File: src/rtl/dco_freq_lock_ctrl.sv
// rtl/dco_freq_lock_ctrl.sv - frequency-lock SAR controller for a ring DCO
//
// Purpose:
//   Drives the ring DCO enable (dco_en) and delay-select (alpha) inputs.
//   For each trial alpha it waits for the DCO to settle, then counts DCO
//   rising edges over a fixed window of reference clocks. Alpha is searched
//   MSB first for the code whose count is closest to, but not below, the
//   programmed target.
//
// Optional feature (macro DCO_TRACK_EN):
//   When defined, the LOCKED condition keeps re-measuring the DCO. After each
//   window alpha is nudged by one code to follow drift: down when the count is
//   below target, up when it exceeds target by more than TRACK_TOL.
//   When undefined, LOCKED is static.
//
// Ports:
//   clk         in   reference clock (must exceed 2x the DCO frequency)
//   rst_n       in   asynchronous active-low reset
//   start       in   1-cycle pulse, begins a lock sequence (ignored while busy)
//   stop        in   level, aborts and powers down the DCO (beats start)
//   target_cnt  in   desired edge count per window, sampled on accepted start
//   dco_clk_in  in   DCO output, asynchronous to clk
//   dco_en      out  DCO enable
//   alpha       out  DCO delay select
//   busy        out  search in progress
//   locked      out  search complete, alpha final
//   err         out  target unreachable even with the fastest code
//   meas_cnt    out  count from the last completed window

`timescale 1ns/1ps

module dco_freq_lock_ctrl #(
  parameter int ALPHA_W    = 3,
  parameter int CNT_W      = 10,
  parameter int WIN_CYC    = 256,
  parameter int SETTLE_CYC = 16,
  parameter int TRACK_TOL  = 2
) (
  input  logic               clk,
  input  logic               rst_n,
  input  logic               start,
  input  logic               stop,
  input  logic [CNT_W-1:0]   target_cnt,
  input  logic               dco_clk_in,
  output logic               dco_en,
  output logic [ALPHA_W-1:0] alpha,
  output logic               busy,
  output logic               locked,
  output logic               err,
  output logic [CNT_W-1:0]   meas_cnt
);

`ifdef DCO_TRACK_EN
  localparam bit TRACK_EN = 1'b1;
`else
  localparam bit TRACK_EN = 1'b0;
`endif

  localparam int TMR_MAX = (WIN_CYC > SETTLE_CYC) ? WIN_CYC : SETTLE_CYC;
  localparam int TMR_W   = $clog2(TMR_MAX) + 1;
  localparam int IDX_W   = (ALPHA_W > 1) ? $clog2(ALPHA_W) : 1;

  localparam logic [ALPHA_W-1:0] ALPHA_MSB  = ALPHA_W'(1 << (ALPHA_W - 1));
  localparam logic [TMR_W-1:0]   SETTLE_END = TMR_W'(SETTLE_CYC - 1);
  localparam logic [TMR_W-1:0]   WIN_END    = TMR_W'(WIN_CYC - 1);
  localparam logic [CNT_W:0]     TOL        = (CNT_W + 1)'(TRACK_TOL);
  localparam logic [IDX_W-1:0]   IDX_TOP    = IDX_W'(ALPHA_W - 1);

  typedef enum logic [2:0] {
    IDLE,
    SETTLE,
    MEASURE,
    DECIDE,
    FINAL_SETTLE,
    FINAL_MEAS,
    LOCKED
  } state_t;

  state_t state, state_n;

  logic               sync1, sync2, sync3;
  logic               edge_pulse;
  logic [TMR_W-1:0]   tmr;
  logic [CNT_W-1:0]   cnt, cnt_nxt;
  logic [CNT_W-1:0]   tgt;
  logic [IDX_W-1:0]   idx;
  logic [ALPHA_W-1:0] alpha_dec, alpha_trk;
  logic               settle_done, win_done;
  logic               start_ok;
  logic               err_nxt;
  // Set while the tracking loop reuses FINAL_SETTLE/FINAL_MEAS after lock.
  logic               track_q;

  // Rising edge of the synchronised DCO clock (sync2 is the resolved sample).
  assign edge_pulse = sync2 & ~sync3;

  // Saturating edge count including the current cycle's edge.
  assign cnt_nxt = (edge_pulse && (cnt != '1)) ? cnt + 1'b1 : cnt;

  assign settle_done = (tmr == SETTLE_END);
  assign win_done    = (tmr == WIN_END);

  assign start_ok = start & ~stop &
                    ((state == IDLE) | (state == LOCKED) | track_q);

  assign err_nxt = (alpha == '0) && (cnt_nxt < tgt);

  // SAR decision: higher alpha is slower, so a count below target means the
  // trial bit made the DCO too slow and must be dropped.
  always_comb begin
    alpha_dec = alpha;
    if (cnt < tgt) begin
      alpha_dec[idx] = 1'b0;
    end
    if (idx != '0) begin
      alpha_dec[idx - 1'b1] = 1'b1;
    end
  end

  // Tracking step: one code per window, with a dead-band above target.
  always_comb begin
    alpha_trk = alpha;
    if (cnt_nxt < tgt) begin
      if (alpha != '0) begin
        alpha_trk = alpha - 1'b1;
      end
    end else if ({1'b0, cnt_nxt} > ({1'b0, tgt} + TOL)) begin
      if (alpha != '1) begin
        alpha_trk = alpha + 1'b1;
      end
    end
  end

  // State register
  always_ff @(posedge clk or negedge rst_n) begin
    if (!rst_n) begin
      state <= IDLE;
    end else begin
      state <= state_n;
    end
  end

  // Next-state logic
  always_comb begin
    state_n = state;
    case (state)
      IDLE:         state_n = IDLE;
      SETTLE:       if (settle_done) state_n = MEASURE;
      MEASURE:      if (win_done) state_n = DECIDE;
      DECIDE:       state_n = (idx != '0) ? SETTLE : FINAL_SETTLE;
      FINAL_SETTLE: if (settle_done) state_n = FINAL_MEAS;
      FINAL_MEAS:   if (win_done) state_n = TRACK_EN ? FINAL_SETTLE : LOCKED;
      LOCKED:       state_n = LOCKED;
      default:      state_n = IDLE;
    endcase
    if (start_ok) begin
      state_n = SETTLE;
    end
    if (stop) begin
      state_n = IDLE;
    end
  end

  // Output logic
  always_comb begin
    dco_en = (state != IDLE);
    busy   = !track_q && (state != IDLE) && (state != LOCKED);
    locked = track_q || (state == LOCKED);
  end

  // Datapath: synchroniser, timers, counter, search registers
  always_ff @(posedge clk or negedge rst_n) begin
    if (!rst_n) begin
      sync1    <= 1'b0;
      sync2    <= 1'b0;
      sync3    <= 1'b0;
      tmr      <= '0;
      cnt      <= '0;
      tgt      <= '0;
      idx      <= '0;
      alpha    <= '0;
      err      <= 1'b0;
      meas_cnt <= '0;
      track_q  <= 1'b0;
    end else begin
      sync1 <= dco_clk_in;
      sync2 <= sync1;
      sync3 <= sync2;

      // Phase timer restarts on every state change and idles when parked.
      if (state_n != state) begin
        tmr <= '0;
      end else if ((state != IDLE) && (state != LOCKED)) begin
        tmr <= tmr + 1'b1;
      end

      if (stop) begin
        err     <= 1'b0;
        track_q <= 1'b0;
      end else if (start_ok) begin
        tgt     <= target_cnt;
        idx     <= IDX_TOP;
        alpha   <= ALPHA_MSB;
        err     <= 1'b0;
        track_q <= 1'b0;
      end else begin
        case (state)
          SETTLE, FINAL_SETTLE: begin
            if (settle_done) begin
              cnt <= '0;
            end
          end
          MEASURE: begin
            cnt <= cnt_nxt;
          end
          DECIDE: begin
            meas_cnt <= cnt;
            alpha    <= alpha_dec;
            if (idx != '0) begin
              idx <= idx - 1'b1;
            end
          end
          FINAL_MEAS: begin
            cnt <= cnt_nxt;
            if (win_done) begin
              meas_cnt <= cnt_nxt;
              err      <= err_nxt;
              if (TRACK_EN) begin
                track_q <= 1'b1;
                alpha   <= alpha_trk;
              end
            end
          end
          default: begin
          end
        endcase
      end
    end
  end

endmodule

File: config.mk
export PLATFORM = sky130hd
export DESIGN_NAME = dco_freq_lock_ctrl
export DESIGN_NICKNAME = d
export VERILOG_FILES = /design/src/rtl/dco_freq_lock_ctrl.sv
export SDC_FILE = /design/constraint.sdc
export NUM_CORES = 1
export LEC_CHECK = 0
export CAP_MARGIN = 10
export CORE_MARGIN = 2
export CORE_UTILIZATION = 50
export CTS_BUF_LIST = sky130_fd_sc_hd__clkbuf_4
export DETAILED_ROUTE_END_ITERATION = 16
export HOLD_SLACK_MARGIN = 0.15
export PLACE_DENSITY_LB_ADDON = 0.1
export SYNTH_ARGS = -nofsm -noshare
export SYNTH_HDL_FRONTEND = slang
export SYNTH_SLANG_ARGS = --single-unit
File: constraint.sdc
create_clock -name clk -period 3.7 [get_ports clk]
set_input_delay 0.555 -clock clk [delete_from_list [all_inputs] [get_ports clk]]
set_output_delay 0.555 -clock clk [all_outputs]
set_load 0.05 [all_outputs]
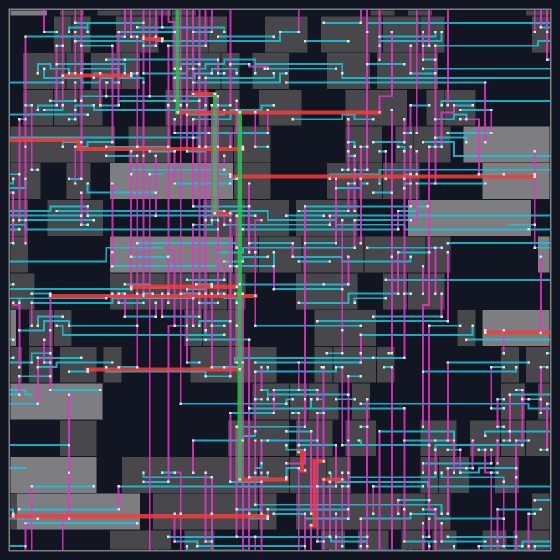
zoom.png
Window x 23 to 63, y 23 to 63 um. Cells in gray, sequential cells in the stronger gray; small squares are vias.
[met2] magenta
[met4] green
[met1] cyan
[met3] red
netlist names of flops here include: `cnt` (5), `tmr` (2)
sequential cells in the window: 9
most frequent: nand2_1 (14)
cells with their middle in the window: 123

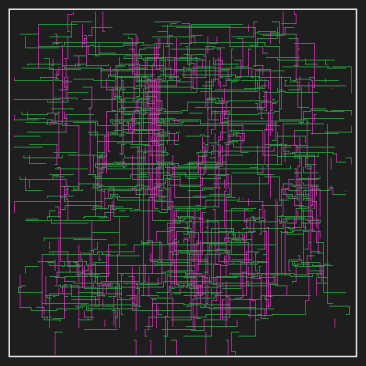
metal_stack.png
(4 px per um) Two of the layers only.
[met2] magenta | wire length: 3120 um
[met1] green | wire length: 3840 um

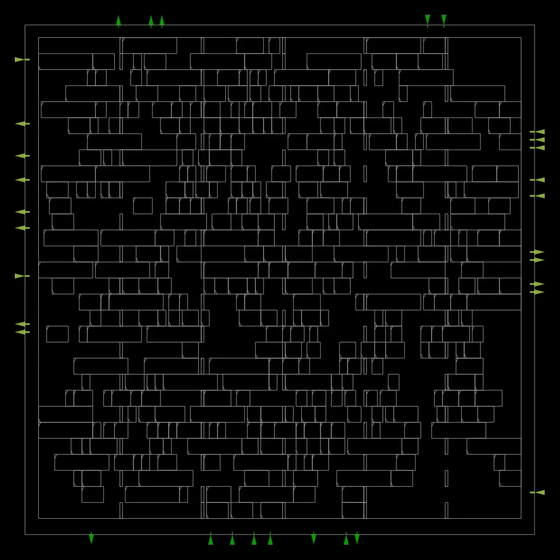
final_placement.png
Non-Filler Instances: 474
FFs & Latches: 51

==> CHANGELOG.md <==
### Implementation results

* Endpoints failing setup at 0
* Detail Placement HPWL at 5430 um
* Hold Path Stages at 0
* Period utilization at 0.855
* Setup TNS at 0 ns
* DR WL/cell at 15.4 um
* R2R setup slack at 0.54 ns
* CP Cell Sequence: ha_1 -> and3_1 -> a41oi_1 -> buf_4 -> nand2_1 -> xnor2_1 -> ha_1 -> a21o_1 -> nand3_1 -> a21oi_1 -> or4_1 -> o22ai_1
* Mux area share at 0.0490
* DR pass1 iterations at 4
* Gr usage total at 0.214
* DP Cell Count at 465
* Register area share after synthesis at 0.375
* Routed Antenna Nets at 0
* Crit. End Element: register
* Top Layout Cells: 51 x dfrtp_1, 35 x nor2_1, 30 x clkdlybuf4s50_1
* Internal power at 0.824 mW
* Yosys adder share at 0.0920
* Met1 usage at 0.338
* Reg-to-reg endpoint: err$_DFFE_PN0P_
* Mapped Nets at 406
* Most used cell along the critical path: ha_1
* Hold WC Path Type: register to register
* WP depth at 12
* Clock group at 0.278 mW
* Outcome: finished, final reports clean
* CTS root buffer: clkbuf_4
* Post-Place Setup Slack at 0.585 ns
* Post-CTS Resized at 0
* Startpoint Class: register
* Commonest Layout Cell: dfrtp_1
* CTS tree: yes
* Sequential share of power at 0.536
* Hold buffers post-CTS at 1
* Post-synth top cells: 51 x dfrtp_1, 35 x nor2_1, 29 x a21oi_1
* Grt peak-use layer: met1
* Worst setup path start: cnt[0]$_DFFE_PN0P_
* Flop+latch power at 0.666 mW
* Chip width at 86.5 um
* CP max-delay cell: or4_1
* First-pass GRT wire length at 12700 um
* Site row count at 30
* Fmax at 0.316 GHz
* Setup Skew at 0.0198 ns
* Pwr per Cell Area at 324 nW/um2
* Top Registers: cnt: 10 flops, meas_cnt: 10 flops, tgt: 10 flops
* GP Congestion at 0.857
* CTS buffer count at 5
* Synth warn at 0
* Peak supply drop at 220 uV
* Worst EP arrival at 3.49 ns
* RSZ-0062 raised after global routing: false
* Critical path class: register to register
* DRT iter0 DRCs at 180
* Antenna diode count at 0
* Simple share at 0.194
* WP buf/inv at 1
* Top_reg_cell synth: dfrtp_1
* Tool warnings at 29
* Top cell area share at 0.375
* CTS sink cnt at 51
* Vias per std cell at 5.72
* Switch share at 0.337
* I/O Buffers at 31
* Beginning of the worst hold path: sync1$_DFF_PN0_
* Vias in the first global route at 2596
* Worst slew pin tran at 0.815 ns
* Hold Crit Endpoint: sync2$_DFF_PN0_
* Net Sw Power at 0.418 mW
* Worst Path Max Fanout at 8
* Grt met3 use at 0.0324
* Gr ovfl total at 0
* FFs w/ async S/R, synth at 1.00
* Pin count of the biggest net entering global routing at 31
* Netlist cell types at 58
* Req. time, crit path at 4.03 ns
* Floorplan Utilization at 0.509
* # DRC at 0
* Yosys top cell by area: dfrtp_1
* Synthesized chip area reported by yosys at 3400 um2
* Core area at 6680 um2
* Fillers at 605
* # Cells Yosys at 366
* Leak Pwr at 1.66 nW
* Final setup margin at 0.536 ns
* Insertion Delay late pin at 0.39 ns
* EDFF count, synth at 0
* Die area at 7470 um2
* RR Startpoint: cnt[0]$_DFFE_PN0P_
* Grt met2 use at 0.303
* Minimum clock period at 3.16 ns
* Yosys xor share at 0.0618
==> cell type report <==
cell class	count	area [um2]	area share
inverters	18	67.6	0.0176
multi-input cells	278	1970	0.513
well taps	80	100	0.0261
repair buffers	39	368	0.0959
clock buffers	6	45.0	0.0117
clock inverters	2	12.5	0.00326
flip-flops and latches	51	1280	0.333
==> through the flow <==
step	hold slack, ns	total power [mW]	utilization	instance area (um2)
3_5_place_dp	0.336	0.976	0.564	3770
5_1_grt	0.376	1.31	0.574	3830
4_1_cts	0.369	1.25	0.574	3830
6_report	0.368	1.24	0.574	3830
3_3_place_gp	0.335	0.969	0.564	3770
2_1_floorplan	0.259	0.874	-	3400
==> per-layer routing <==
metal / wire [um] / vias up
li1: - / 1368
met1: 3840 / 1269
met2: 3120 / 61
met3: 245 / 11
met4: 112 / 0
met5: 0 / -
No activity file was given, so power comes from the tool's default toggle rates.
